[config.mk]
export PLATFORM = sky130hd
export DESIGN_NAME = seg7_scan_ctrl
export DESIGN_NICKNAME = d
export VERILOG_FILES = /design/src/rtl/seg7_scan_ctrl.sv
export SDC_FILE = /design/constraint.sdc
export NUM_CORES = 1
export LEC_CHECK = 0
export CAP_MARGIN = 0
export CORE_ASPECT_RATIO = 1.75
export CORE_UTILIZATION = 50
export DETAILED_ROUTE_END_ITERATION = 8
export PLACE_DENSITY = 0.72
export REMOVE_ABC_BUFFERS = 1
export SLEW_MARGIN = 40
export SYNTH_ARGS = -nofsm -noshare
export SYNTH_HDL_FRONTEND = slang
export SYNTH_SLANG_ARGS = --single-unit
export TNS_END_PERCENT = 10
[constraint.sdc]
create_clock -name CLK -period 4.9 [get_ports CLK]
set_input_delay 0.735 -clock CLK [delete_from_list [all_inputs] [get_ports CLK]]
set_output_delay 0.735 -clock CLK [all_outputs]
set_load 0.005 [all_outputs]
[src/rtl/seg7_scan_ctrl.sv]
// Multiplexed seven-segment scan controller.
// Scans DIGITS digits one slot at a time and applies PWM brightness, leading-zero
// blanking and per-digit enables. New display values take effect only at a frame
// boundary, so a frame never mixes old and new values.
module seg7_scan_ctrl #(
    parameter int DIGITS      = 4,
    parameter int SLOT_CYCLES = 50000,
    parameter int PWM_BITS    = 4,
    parameter bit ACTIVE_LOW  = 1'b1
) (
    input  logic                  CLK,
    input  logic                  RESET,
    input  logic [4*DIGITS-1:0]   DIGIT_VALUES,
    input  logic [DIGITS-1:0]     DP_IN,
    input  logic [DIGITS-1:0]     DIGIT_EN,
    input  logic                  LZ_BLANK,
    input  logic [PWM_BITS-1:0]   BRIGHTNESS,
    input  logic                  LOAD,
    output logic [DIGITS-1:0]     SEG_SELECT_OUT,
    output logic [7:0]            HEX_OUT,
    output logic                  FRAME_TICK
);

    localparam int SLOT_W = (SLOT_CYCLES > 1) ? $clog2(SLOT_CYCLES) : 1;
    localparam int IDX_W  = (DIGITS > 1) ? $clog2(DIGITS) : 1;

    // One full set of display settings; held twice (pending and active).
    typedef struct packed {
        logic [4*DIGITS-1:0] val;
        logic [DIGITS-1:0]   dp;
        logic [DIGITS-1:0]   en;
        logic                lz;
        logic [PWM_BITS-1:0] bright;
    } disp_regs_t;

    logic [SLOT_W-1:0]   slot_q, slot_d;
    logic [IDX_W-1:0]    idx_q, idx_d;
    logic [PWM_BITS-1:0] pwm_q, pwm_d;
    disp_regs_t          pend_q, pend_d;
    disp_regs_t          act_q, act_d;
    logic [DIGITS-1:0]   sel_q, sel_d;
    logic [7:0]          hex_q, hex_d;
    logic                tick_q, tick_d;

    logic                slot_tc;
    logic                wrap;

    // Active-high gfedcba segment pattern for a hex nibble.
    function automatic logic [6:0] seg_decode(input logic [3:0] nib);
        case (nib)
            4'h0: seg_decode = 7'h3F;
            4'h1: seg_decode = 7'h06;
            4'h2: seg_decode = 7'h5B;
            4'h3: seg_decode = 7'h4F;
            4'h4: seg_decode = 7'h66;
            4'h5: seg_decode = 7'h6D;
            4'h6: seg_decode = 7'h7D;
            4'h7: seg_decode = 7'h07;
            4'h8: seg_decode = 7'h7F;
            4'h9: seg_decode = 7'h6F;
            4'hA: seg_decode = 7'h77;
            4'hB: seg_decode = 7'h7C;
            4'hC: seg_decode = 7'h39;
            4'hD: seg_decode = 7'h5E;
            4'hE: seg_decode = 7'h79;
            default: seg_decode = 7'h71;
        endcase
    endfunction

    assign slot_tc = (slot_q == SLOT_W'(SLOT_CYCLES - 1));
    assign wrap    = slot_tc && (idx_q == IDX_W'(DIGITS - 1));

    // Scan counters, pending capture and frame-synchronous active update.
    always_comb begin
        slot_d = slot_tc ? '0 : slot_q + 1'b1;
        idx_d  = idx_q;
        if (slot_tc) begin
            idx_d = wrap ? '0 : idx_q + 1'b1;
        end
        pwm_d  = pwm_q + 1'b1;
        pend_d = pend_q;
        if (LOAD) begin
            pend_d.val    = DIGIT_VALUES;
            pend_d.dp     = DP_IN;
            pend_d.en     = DIGIT_EN;
            pend_d.lz     = LZ_BLANK;
            pend_d.bright = BRIGHTNESS;
        end
        // A LOAD on the wrap edge lands in pending only; active takes the old pending.
        act_d  = wrap ? pend_q : act_q;
        tick_d = wrap;
    end

    // Pin values for the currently scanned digit, registered one cycle later.
    always_comb begin
        logic              zero_run;
        logic [DIGITS-1:0] lz_mask;
        logic [3:0]        cur_nib;
        logic              cur_dp;
        logic              cur_en;
        logic              cur_lz;
        logic              pwm_on;
        logic              visible;
        logic [DIGITS-1:0] sel_on;
        logic [7:0]        hex_on;

        // Digit i is a leading zero when it and every digit above it are zero.
        zero_run = 1'b1;
        lz_mask  = '0;
        for (int i = DIGITS - 1; i >= 0; i--) begin
            zero_run   = zero_run & (act_q.val[4*i +: 4] == 4'h0);
            lz_mask[i] = (i > 0) && zero_run;
        end

        cur_nib = 4'h0;
        cur_dp  = 1'b0;
        cur_en  = 1'b0;
        cur_lz  = 1'b0;
        for (int i = 0; i < DIGITS; i++) begin
            if (idx_q == IDX_W'(i)) begin
                cur_nib = act_q.val[4*i +: 4];
                cur_dp  = act_q.dp[i];
                cur_en  = act_q.en[i];
                cur_lz  = lz_mask[i];
            end
        end

        pwm_on  = (&act_q.bright) || (pwm_q < act_q.bright);
        visible = cur_en && !(act_q.lz && cur_lz) && pwm_on;

        sel_on = '0;
        hex_on = 8'h00;
        if (visible) begin
            sel_on = DIGITS'(1) << idx_q;
            hex_on = {cur_dp, seg_decode(cur_nib)};
        end
        sel_d = ACTIVE_LOW ? ~sel_on : sel_on;
        hex_d = ACTIVE_LOW ? ~hex_on : hex_on;
    end

    // State and output registers; reset aborts the scan and drops pending values.
    always_ff @(posedge CLK) begin
        if (RESET) begin
            slot_q <= '0;
            idx_q  <= '0;
            pwm_q  <= '0;
            pend_q <= '0;
            act_q  <= '0;
            sel_q  <= {DIGITS{ACTIVE_LOW}};
            hex_q  <= {8{ACTIVE_LOW}};
            tick_q <= 1'b0;
        end else begin
            slot_q <= slot_d;
            idx_q  <= idx_d;
            pwm_q  <= pwm_d;
            pend_q <= pend_d;
            act_q  <= act_d;
            sel_q  <= sel_d;
            hex_q  <= hex_d;
            tick_q <= tick_d;
        end
    end

    assign SEG_SELECT_OUT = sel_q;
    assign HEX_OUT        = hex_q;
    assign FRAME_TICK     = tick_q;

endmodule

Run 1, metal 4:
Drawn at 4 px/um. Supply wires on this layer in grey.
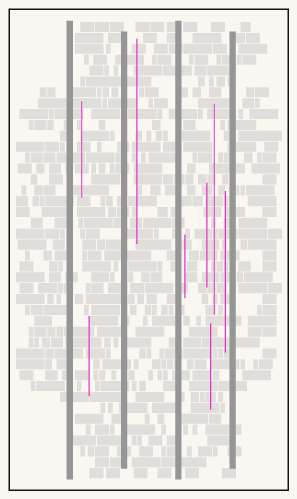
- share of all routed wire: 3.1%
- wire length on this layer: 250 um
via count: 3032
Total Wirelength: 7951 um

Run 1, pin map:
Drawn at 4 px/um. Pins as bars across the die edge, other pins in grey.
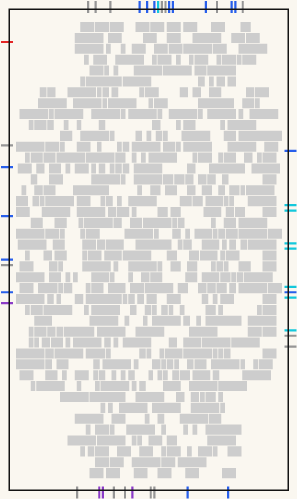
- red: CLK (pins 1; direction input; edge left)
- purple: DIGIT_EN (pins 4; direction input; edge 3 bottom, 1 left)
- cyan: HEX_OUT (pins 8; direction output; edge 7 right, 1 top)
- blue: DIGIT_VALUES (pins 16; direction input; edge 8 top, 4 left, 2 right, 2 bottom)
- all pins by edge: 16 top, 11 right, 10 bottom, 8 left
Die W: 69.35 um
Die H: 119.9 um
Port Buf Inserts: 44

==> out/results.txt, run 1 <==
N_taps - 88
Hold EP - SEG_SELECT_OUT[3]
Pin count of the biggest net entering global routing - 67
# clk buffers - 10
Complex Gates by Area - 0.1047
Flops - 93
Critical Path End Type - flip-flop
Critical path arrival - 2.90 ns
Reg2reg path depth - 8
Initial antenna violation count - 0
Dominant kind of cell - logic gates
Max incr delay on CP - 0.66 ns
Comb area - 0.001939 sq mm
Via/cell ratio - 5.395
First drt pass iteration count - 4
WP depth - 8
Reg-to-reg critical path startpoint - idx_q[0]
Max_cap viols - 0
Req. time, crit path - 5.17 ns
Clock network power share - 0.439
Synth area leaders - dfxtp_1 (47%), mux2i_1 (8.6%), nand2_1 (6.2%)
RSZ-0062 raised after global routing - false
Critical path's slowest cell - ha_1
Leading area contributor after synthesis - dfxtp_1
Top cell excl fill/tap - dfxtp_1
Crit path cell chain - ha_1, mux2i_1, a31oi_1, inv_1, ha_1, mux2i_1, nor2_1, o21ai_0
Period minus WS final - 2.632 ns
Sequential share of power - 0.511
Flop area - 0.001862 sq mm
Simple-Gate Fraction of Synth Area - 0.2160
Placed insts - 548
Longest Clk Path Bufs - 2
Main flop type - dfxtp_1
Antenna cell count - 0
Row count - 42
Cts bufs inserted - 9
Rel. slew slack - 0.5171
Run status - finished, final reports clean
XOR/XNOR Fraction of Synth Area - 0.03310
Most instantiated cells after synthesis - dfxtp_1 (93), nand2_1 (66), nor2_1 (56)
Dpl ws - 2.351 ns
EDFF count, synth - 0
Invs w/o clock - 13
NumNets Final - 518
Comb power frac - 0.049
CP Launch Type - flip-flop
CP Class - reg -> reg
Clk_skew - 0.006134 ns
Clock-cell share - 0.06163
CTS tree - done
Bufs w/o clock - 45
P_leak - 0.001791 uW
Comb/total area - 0.4136
P&R area growth vs syn - 18.16%
Slew at the pin closest to its max-slew limit - 0.7244 ns
Final setup fails - 0
Min-Delay Startpoint - act_q[8]
Power Sequential - 787 uW
P_comb - 76.1 uW
Gr usage total - 0.2030
Worst path top cell family by delay - adder cells
Clock-pin slew on the worst setup and hold paths - 0.06 ns
Worst min path class - reg -> reg
1st-iter DRT viols - 108
Switch Pwr - 320.2 uW
Post-cts sizing count - 0
Fmax - 379.9 MHz
Clk_lat worst skew - 0.34 ns
Cell with the most instances after synthesis - dfxtp_1
Area leader share - 0.4691
Fin cells - 562
Mux share - 0.08575
GR Util met1 - 0.2123
Placer Congestion - 0.8566
Ports - 45
Comb gates - 309
Area reported by Yosys stat - 0.003969 sq mm
PnR worst setup slack - 2.268 ns
Post-CTS Setup Inserts - 0
Reg2Reg Capture Point - HEX_OUT[3]
Clock sinks - 93
H-tree depth - 3
FP Util - 0.5209
DRC viols - 0
Tool warnings - 33
Critical path peak fanout - 21
Root buf cell - clkbuf_16
Vias in the first global route - 2960
GRT overflow - 0
Async SR Flop Fraction - 0
Avg WL per Cell - 14.15 um
Antenna Nets Post-Route - 0
Ys Warns - 0
Final slew viol count - 0
Worst VDD drop - 0.1779 mV
Die area - 0.008312 sq mm
Sequential cell area share - 0.3970
Switching share of power - 0.2080
Main power-consuming group - sequential cells
Top Usage Layer GRT - met2
Mapped Cells - 439
Filler Cells Inserted - 671
Pwr Total - 1539 uW
Area of the mapped netlist - 0.003969 sq mm
Buffering overhead - 0.09392
Worst reg2reg setup slack - 2.27 ns
Synth Area in Adders - 0.04729
Clk power - 676 uW
Final Cycle Share - 0.5372
Internal power - 1219 uW
DP HPWL - 5442 um
Avg Synthesized Cell Area - 9.041 sq um
Worst path buffer plus inverter count - 1
Share of cells above drive strength 1 - 0.09072
Top logic family - simple AND/OR/NAND/NOR gates
FF+latch count, synth - 93
Sequential-to-total area share from yosys stat - 0.4691
Dominant logic cell types in the final layout - dfxtp_1 (93), nand2_1 (65), nor2_1 (56)
Setup TNS - 0 ns
# hold bufs at CTS - 0
Ys cells - 439
Met2 Usage GRT - 0.3726
First-pass GRT wire length - 13230 um
Distinct lib cells - 45
P per Cell Area - 328.3 mW/mm^2
Hold slack final - 0.4337 ns
Hold Path Depth - 1
Final Hold Viols - 0
Placed instance area - 0.004400 sq mm
Run 1, signal wires on met3:
Drawn at 4 px/um.
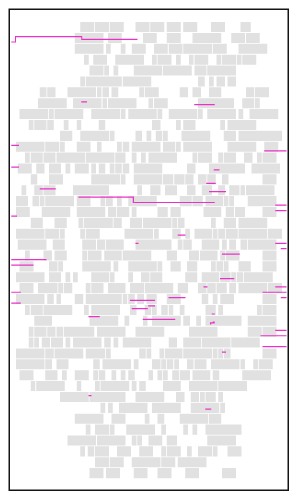
- main direction: horizontal
- wire length on this layer: 184 um
- longest straight run: 20.2 um
- share of all routed wire: 2.3%
met3 GRT Util: 0.02687

Run 1, placed cells, one colour a class:
Drawn at 6 px/um.
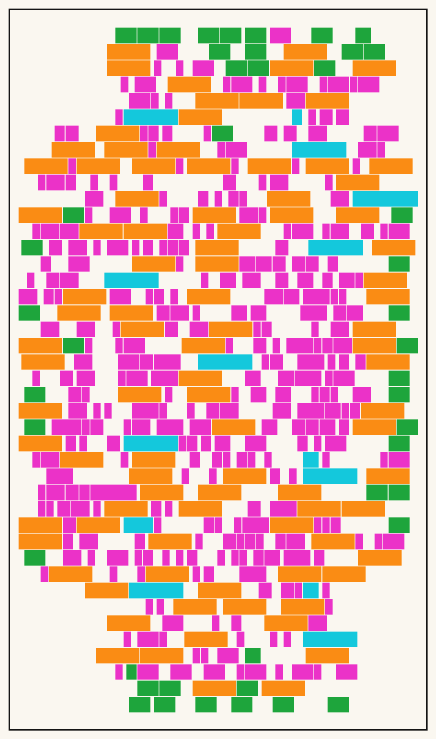
- green: remaining buffers and delay cells (cells 45)
- magenta: remaining logic cells (cells 322)
- cyan: clock drivers and dummy loads (cells 14)
- orange: sequential cells (cells 93)
final core utilization: 0.6154
fin area: 0.004690 sq mm
core area: 0.007620 sq mm

run 1: registers in the layout (all words and copies together), names as in the netlist:
register and cells:
act_q 29, pend_q 29, slot_q 16, HEX_OUT 8, SEG_SELECT_OUT 4, pwm_q 4, idx_q 2, FRAME_TICK 1
run 1: how the worst max path moves through the flow:
stage,to,from
after floorplan,HEX_OUT[3],idx_q[0]
after global placement,HEX_OUT[6],idx_q[0]
after detailed placement,HEX_OUT[3],idx_q[0]
after CTS,HEX_OUT[3],idx_q[0]
after global routing,HEX_OUT[3],idx_q[0]
final,HEX_OUT[3],idx_q[0]
run 1: per-layer routing:
| layer | wire (um) | vias to the layer above |
|---|---|---|
| met4 | 249 | 0 |
| met2 | 4348 | 50 |
| met1 | 3169 | 1423 |
| met5 | 0 | - |
| met3 | 183 | 18 |
| li1 | - | 1541 |
## Run 2: what changed since run 1
==> constraint.sdc (replaced) <==
create_clock -name CLK -period 2.75 [get_ports CLK]
set_input_delay 0.4125 -clock CLK [delete_from_list [all_inputs] [get_ports CLK]]
set_output_delay 0.4125 -clock CLK [all_outputs]
set_load 0.005 [all_outputs]
Run 2, placed cells, one colour a class:
Drawn at 6 px/um.
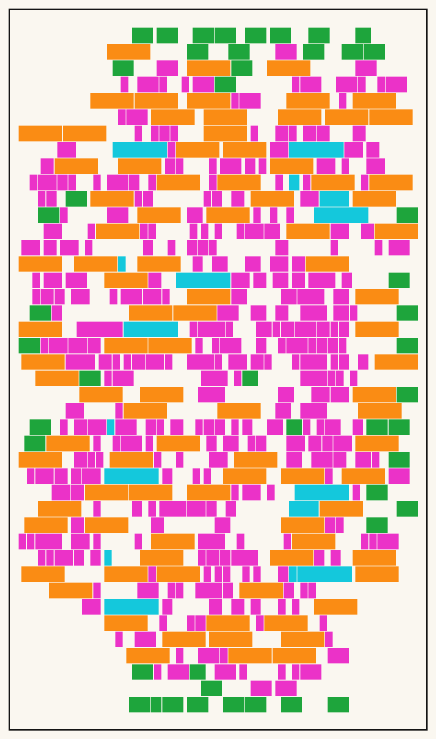
- magenta: remaining logic cells (cells 322)
- cyan: clock drivers and dummy loads (cells 16)
- green: remaining buffers and delay cells (cells 47)
- orange: sequential cells (cells 93)

Run 2, metal 4:
Drawn at 4 px/um. Supply wires on this layer in grey.
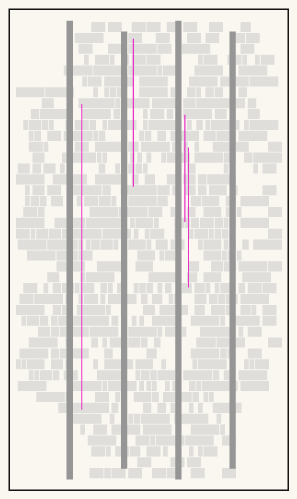
- wire length on this layer: 174 um
- longest straight run: 76.2 um
- nets with wire on the layer: 4
- share of all routed wire: 2.2%

==> out/results.txt, run 2 <==
Sequential cell area share - 0.3978 (was 0.3970)
Antenna Nets Post-Route - 0 (unchanged)
Ys Warns - 0 (unchanged)
Final Cycle Share - 0.9093 (was 0.5372)
Via count - 3021 (was 3032)
RSZ-0062 raised after global routing - false (unchanged)
Die H - 119.9 um (unchanged)
First-pass GRT wire length - 13240 um (was 13230 um)
Fin cells - 566 (was 562)
Post-CTS Setup Inserts - 0 (unchanged)
Distinct lib cells - 45 (unchanged)
Worst min path class - reg -> reg (unchanged)
Vias in the first global route - 2965 (was 2960)
Setup TNS - 0 ns (unchanged)
Mux share - 0.08575 (unchanged)
Rel. slew slack - 0.5153 (was 0.5171)
Final setup fails - 0 (unchanged)
Biggest regs - act_q x29, pend_q x29, slot_q x16 (unchanged)
P per Cell Area - 567.6 mW/mm^2 (was 328.3 mW/mm^2)
Critical path peak fanout - 21 (unchanged)
N_taps - 88 (unchanged)
# clk buffers - 15 (was 10)
Root buf cell - clkbuf_16 (unchanged)
Comb area - 0.001932 sq mm (was 0.001939 sq mm)
H-tree depth - 3 (unchanged)
Req. time, crit path - 3.01 ns (was 5.17 ns)
Simple-Gate Fraction of Synth Area - 0.2160 (unchanged)
GRT overflow - 0 (unchanged)
FF+latch count, synth - 93 (unchanged)
Share of cells above drive strength 1 - 0.08577 (was 0.09072)
Port Buf Inserts - 44 (unchanged)
Hold Path Depth - 1 (unchanged)
# hold bufs at CTS - 0 (unchanged)
Area leader share - 0.4691 (unchanged)
Synth area leaders - dfxtp_1 (47%), mux2i_1 (8.6%), nand2_1 (6.2%) (unchanged)
Pin count of the biggest net entering global routing - 67 (unchanged)
Dominant kind of cell - logic gates (unchanged)
Critical Path End Type - flip-flop (unchanged)
Top cell excl fill/tap - dfxtp_1 (unchanged)
Clk_lat worst skew - 0.33 ns (was 0.34 ns)
Antenna cell count - 0 (unchanged)
Area reported by Yosys stat - 0.003969 sq mm (unchanged)
Post-cts sizing count - 0 (unchanged)
Main flop type - dfxtp_1 (unchanged)
Flops - 93 (unchanged)
Fmax - 399.9 MHz (was 379.9 MHz)
Reg2Reg Capture Point - HEX_OUT[3] (unchanged)
NumNets Final - 520 (was 518)
Synth Area in Adders - 0.04729 (unchanged)
Comb gates - 309 (unchanged)
Mapped Cells - 439 (unchanged)
Critical path arrival - 2.76 ns (was 2.90 ns)
Ports - 45 (unchanged)
Worst path buffer plus inverter count - 1 (unchanged)
EDFF count, synth - 0 (unchanged)
Worst reg2reg setup slack - 0.25 ns (was 2.27 ns)
Critical path endpoint - HEX_OUT[3] (unchanged)
Core area - 0.007620 sq mm (unchanged)
Clock-pin slew on the worst setup and hold paths - 0.06 ns (about the same)
Min-Delay Startpoint - act_q[8] (unchanged)
Avg Synthesized Cell Area - 9.041 sq um (unchanged)
Max incr delay on CP - 0.63 ns (was 0.66 ns)
Bufs w/o clock - 47 (was 45)
Clock-cell share - 0.05827 (was 0.06163)
FP Util - 0.5209 (unchanged)
Avg WL per Cell - 13.75 um (was 14.15 um)
Dominant logic cell types in the final layout - dfxtp_1 (93), nand2_1 (66), nor2_1 (56) (was dfxtp_1 (93), nand2_1 (65), nor2_1 (56))
Total Wirelength - 7783 um (was 7951 um)
Final slew viol count - 0 (unchanged)
Placed insts - 550 (was 548)
Run status - finished, final reports clean (unchanged)
Clock sinks - 93 (unchanged)
Flop area - 0.001862 sq mm (unchanged)
Reg2reg path depth - 8 (unchanged)
Invs w/o clock - 13 (unchanged)
P&R area growth vs syn - 17.94% (was 18.16%)
Worst setup path startpoint - idx_q[0] (unchanged)
Tool warnings - 33 (unchanged)
Placer Congestion - 0.8687 (was 0.8566)
Period minus WS final - 2.501 ns (was 2.632 ns)
Cts bufs inserted - 9 (unchanged)
CP Launch Type - flip-flop (unchanged)
Final Hold Viols - 0 (unchanged)
Complex Gates by Area - 0.1047 (unchanged)
Async SR Flop Fraction - 0 (unchanged)
Most instantiated cells after synthesis - dfxtp_1 (93), nand2_1 (66), nor2_1 (56) (unchanged)
Max_cap viols - 0 (unchanged)
Crit path cell chain - ha_1, mux2i_1, a31oi_1, inv_1, ha_1, mux2i_1, nor2_1, o21ai_0 (unchanged)
Buffering overhead - 0.09730 (was 0.09392)
Hold EP - SEG_SELECT_OUT[3] (unchanged)
Worst path top cell family by delay - adder cells (unchanged)
Hold slack final - 0.4298 ns (was 0.4337 ns)
Die area - 0.008312 sq mm (unchanged)
XOR/XNOR Fraction of Synth Area - 0.03310 (unchanged)
Area of the mapped netlist - 0.003969 sq mm (unchanged)
Leading area contributor after synthesis - dfxtp_1 (unchanged)
Longest Clk Path Bufs - 2 (unchanged)
1st-iter DRT viols - 112 (was 108)
Critical path's slowest cell - ha_1 (unchanged)
CTS tree - done (unchanged)
Filler Cells Inserted - 685 (was 671)
Via/cell ratio - 5.337 (was 5.395)
Cell with the most instances after synthesis - dfxtp_1 (unchanged)
DP HPWL - 5483 um (was 5442 um)
Reg-to-reg critical path startpoint - idx_q[0] (unchanged)
Gr usage total - 0.1983 (was 0.2030)
Pwr Total - 2657 uW (was 1539 uW)
Initial antenna violation count - 0 (unchanged)
Die W - 69.35 um (unchanged)
CP Class - reg -> reg (unchanged)
DRC viols - 0 (unchanged)
run 2: cell counts after synthesis:
Identical to the previous run, type by type.
run 2: routing by layer:
layer,up-vias,global-route usage,routed length [um]
li1,1544,-,-
met1,1425,0.2222,3232
met2,40,0.3574,4164
met3,12,0.03862,211
met4,0,0.08801,174
met5,-,0,0
run 2: power breakdown:
part,internal (uW),leakage (uW),switching (uW)
registers,1380,0.000757,22.1
logic,76.0,0.000906,57.9
clock network,661,0.000134,459
run 2: through the flow:
step | area [sq um] | util | setup WS (ns)
2_1_floorplan | 3842 | - | 0.6733
3_3_place_gp | 4405 | 0.5782 | 0.4866
3_5_place_dp | 4408 | 0.5785 | 0.2747
4_1_cts | 4681 | 0.6143 | 0.2638
5_1_grt | 4681 | 0.6143 | 0.03671
6_report | 4681 | 0.6143 | 0.2494
## Run 3: what changed since run 2
--- a/config.mk
+++ b/config.mk
@@ -11,6 +11,7 @@
 export DETAILED_ROUTE_END_ITERATION = 8
 export PLACE_DENSITY = 0.72
 export REMOVE_ABC_BUFFERS = 1
+export SKIP_CTS_REPAIR_TIMING = 1
 export SLEW_MARGIN = 40
 export SYNTH_ARGS = -nofsm -noshare
 export SYNTH_HDL_FRONTEND = slang
==> constraint.sdc (replaced) <==
create_clock -name CLK -period 2.4 [get_ports CLK]
set_input_delay 0.36 -clock CLK [delete_from_list [all_inputs] [get_ports CLK]]
set_output_delay 0.36 -clock CLK [all_outputs]
set_load 0.005 [all_outputs]
==> out/results.txt, run 3 <==
Hold Path Depth - 1 (unchanged)
Antenna Nets Post-Route - 0 (unchanged)
Switch Pwr - 638.7 uW (was 538.9 uW)
P per Cell Area - 655.4 mW/mm^2 (was 567.6 mW/mm^2)
Worst path buffer plus inverter count - 1 (unchanged)
Clk_skew - 0.005687 ns (was 0.002897 ns)
Area leader share - 0.4691 (unchanged)
Synth area leaders - dfxtp_1 (47%), mux2i_1 (8.6%), nand2_1 (6.2%) (unchanged)
Period minus WS final - 2.115 ns (was 2.501 ns)
Max incr delay on CP - 0.42 ns (was 0.63 ns)
NumNets Final - 529 (was 520)
Switching share of power - 0.2035 (was 0.2028)
Gr usage total - 0.2018 (was 0.1983)
Buffering overhead - 0.1113 (was 0.09730)
Worst VDD drop - 0.4359 mV (was 0.4196 mV)
Antenna cell count - 0 (unchanged)
XOR/XNOR Fraction of Synth Area - 0.03310 (unchanged)
Flops - 93 (unchanged)
Critical path's slowest cell - dfxtp_1 (was ha_1)
Via/cell ratio - 5.323 (was 5.337)
Filler Cells Inserted - 694 (was 685)
Bufs w/o clock - 56 (was 47)
Reg2Reg Capture Point - HEX_OUT[3] (unchanged)
Area of the mapped netlist - 0.003969 sq mm (unchanged)
Clock-cell share - 0.06114 (was 0.05827)
Area reported by Yosys stat - 0.003969 sq mm (unchanged)
Invs w/o clock - 13 (unchanged)
Run status - finished, final reports clean (unchanged)
Biggest regs - act_q x29, pend_q x29, slot_q x16 (unchanged)
Cts bufs inserted - 9 (unchanged)
Sequential-to-total area share from yosys stat - 0.4691 (unchanged)
Main flop type - dfxtp_1 (unchanged)
Critical path endpoint - HEX_OUT[3] (unchanged)
Worst path top cell family by delay - AND-OR/OR-AND gates (was adder cells)
Dominant logic cell types in the final layout - dfxtp_1 (93), nand2_1 (66), nor2_1 (56) (unchanged)
Setup TNS - 0 ns (unchanged)
N_taps - 88 (unchanged)
Sequential share of power - 0.512 (was 0.528)
Fmax - 472.9 MHz (was 399.9 MHz)
Hold EP - SEG_SELECT_OUT[3] (unchanged)
Reg-to-reg critical path startpoint - idx_q[0] (unchanged)
EDFF count, synth - 0 (unchanged)
# clk buffers - 11 (was 15)
Root buf cell - clkbuf_16 (unchanged)
P&R area growth vs syn - 20.65% (was 17.94%)
Tool warnings - 33 (unchanged)
Reg2reg path depth - 7 (was 8)
Critical path arrival - 2.33 ns (was 2.76 ns)
Async SR Flop Fraction - 0 (unchanged)
Cell with the most instances after synthesis - dfxtp_1 (unchanged)
Comb/total area - 0.4055 (was 0.4127)
Final slew viol count - 0 (unchanged)
Worst setup path startpoint - idx_q[0] (unchanged)
Max_cap viols - 0 (unchanged)
Critical path peak fanout - 11 (was 21)
Avg WL per Cell - 13.80 um (was 13.75 um)
GR Util met1 - 0.2121 (was 0.2222)
Vias in the first global route - 3094 (was 2965)
Critical Path End Type - flip-flop (unchanged)
Ys cells - 439 (unchanged)
Clock sinks - 93 (unchanged)
FP Util - 0.5209 (unchanged)
Comb gates - 309 (unchanged)
DR top layer - met4 (unchanged)
GRT overflow - 0 (unchanged)
Internal power - 2500 uW (was 2118 uW)
Final Cycle Share - 0.8811 (was 0.9093)
Comb area - 0.001942 sq mm (was 0.001932 sq mm)
1st-iter DRT viols - 137 (was 112)
DRC viols - 0 (unchanged)
Rel. slew slack - 0.6557 (was 0.5153)
Clk_lat worst skew - 0.34 ns (was 0.33 ns)
Top logic family - simple AND/OR/NAND/NOR gates (unchanged)
Die H - 119.9 um (unchanged)
Crit path cell chain - ha_1, buf_4, a211oi_1, a211o_1, and2_1, a211oi_1, o21ai_0 (was ha_1, mux2i_1, a31oi_1, inv_1, ha_1, mux2i_1, nor2_1, o21ai_0)
Core area - 0.007620 sq mm (unchanged)
Clock-pin slew on the worst setup and hold paths - 0.06 ns (about the same)
RSZ-0062 raised after global routing - false (unchanged)
CP Class - reg -> reg (unchanged)
Top cell excl fill/tap - dfxtp_1 (unchanged)
Pin count of the biggest net entering global routing - 37 (was 67)
Flop area - 0.001862 sq mm (unchanged)
Leading area contributor after synthesis - dfxtp_1 (unchanged)
Slew at the pin closest to its max-slew limit - 0.5164 ns (was 0.7216 ns)
Simple-Gate Fraction of Synth Area - 0.2160 (unchanged)
Distinct lib cells - 45 (unchanged)
FF+latch count, synth - 93 (unchanged)
Row count - 42 (unchanged)
Req. time, crit path - 2.62 ns (was 3.01 ns)
WL met1 - 3242 um (was 3232 um)
Sequential cell area share - 0.3888 (was 0.3978)
H-tree depth - 3 (unchanged)
Placer Congestion - 0.9257 (was 0.8687)
Worst min path class - reg -> reg (unchanged)
CTS tree - done (unchanged)
Mapped Cells - 439 (unchanged)
Ports - 45 (unchanged)
Comb power frac - 0.051 (was 0.050)
[run 3: metrics by stage]
step                hold WS [ns]    util  setup WS, ns  std cells  total power, uW
finish                    0.4247  0.6284        0.2853        575             3138
global route              0.4441  0.6284       0.05082        575             3247
CTS                       0.4303  0.6261        0.1884        574             3169
detailed placement        0.4104  0.5877        0.2199        558             1803
global placement          0.4194  0.5877        0.3589        558             1796
floorplan                 0.3815       -        0.3233        415             1699
[run 3: power groups by stage]
stage          Combinational, uW  Clock, uW  Sequential [uW]
6_report                     160       1370             1610
5_1_grt                      176       1460             1610
4_1_cts                      163       1400             1610
3_5_place_dp                 162          0             1640
3_3_place_gp                 157          0             1640
2_1_floorplan               65.8          0             1630
Run 3, placed cells, one colour a class:
Drawn at 6 px/um.
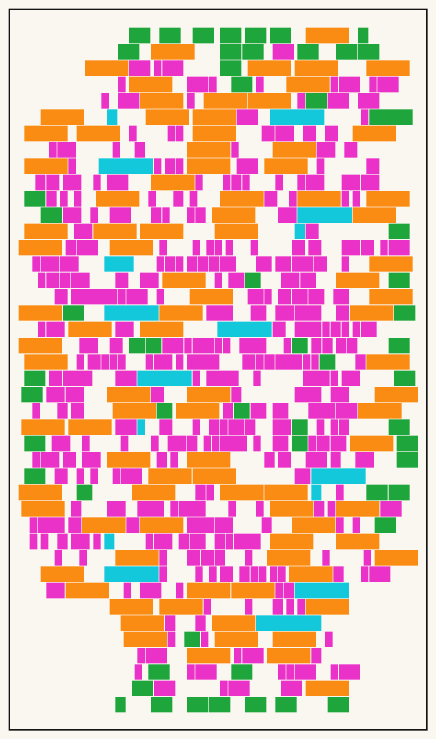
- green: remaining buffers and delay cells (cells 56)
- magenta: remaining logic cells (cells 322)
- cyan: clock drivers and dummy loads (cells 16)
- orange: sequential cells (cells 93)

Run 3, signal wires on met3:
Drawn at 4 px/um.
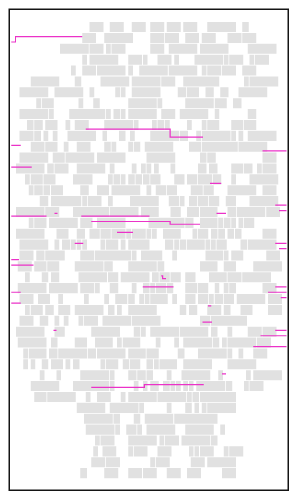
- wire length on this layer: 210 um
- longest straight run: 20.9 um
met3 GRT Util: 0.04702
Total Wirelength: 7934 um
via count: 3061

Power is estimated from default activity; no workload was simulated.
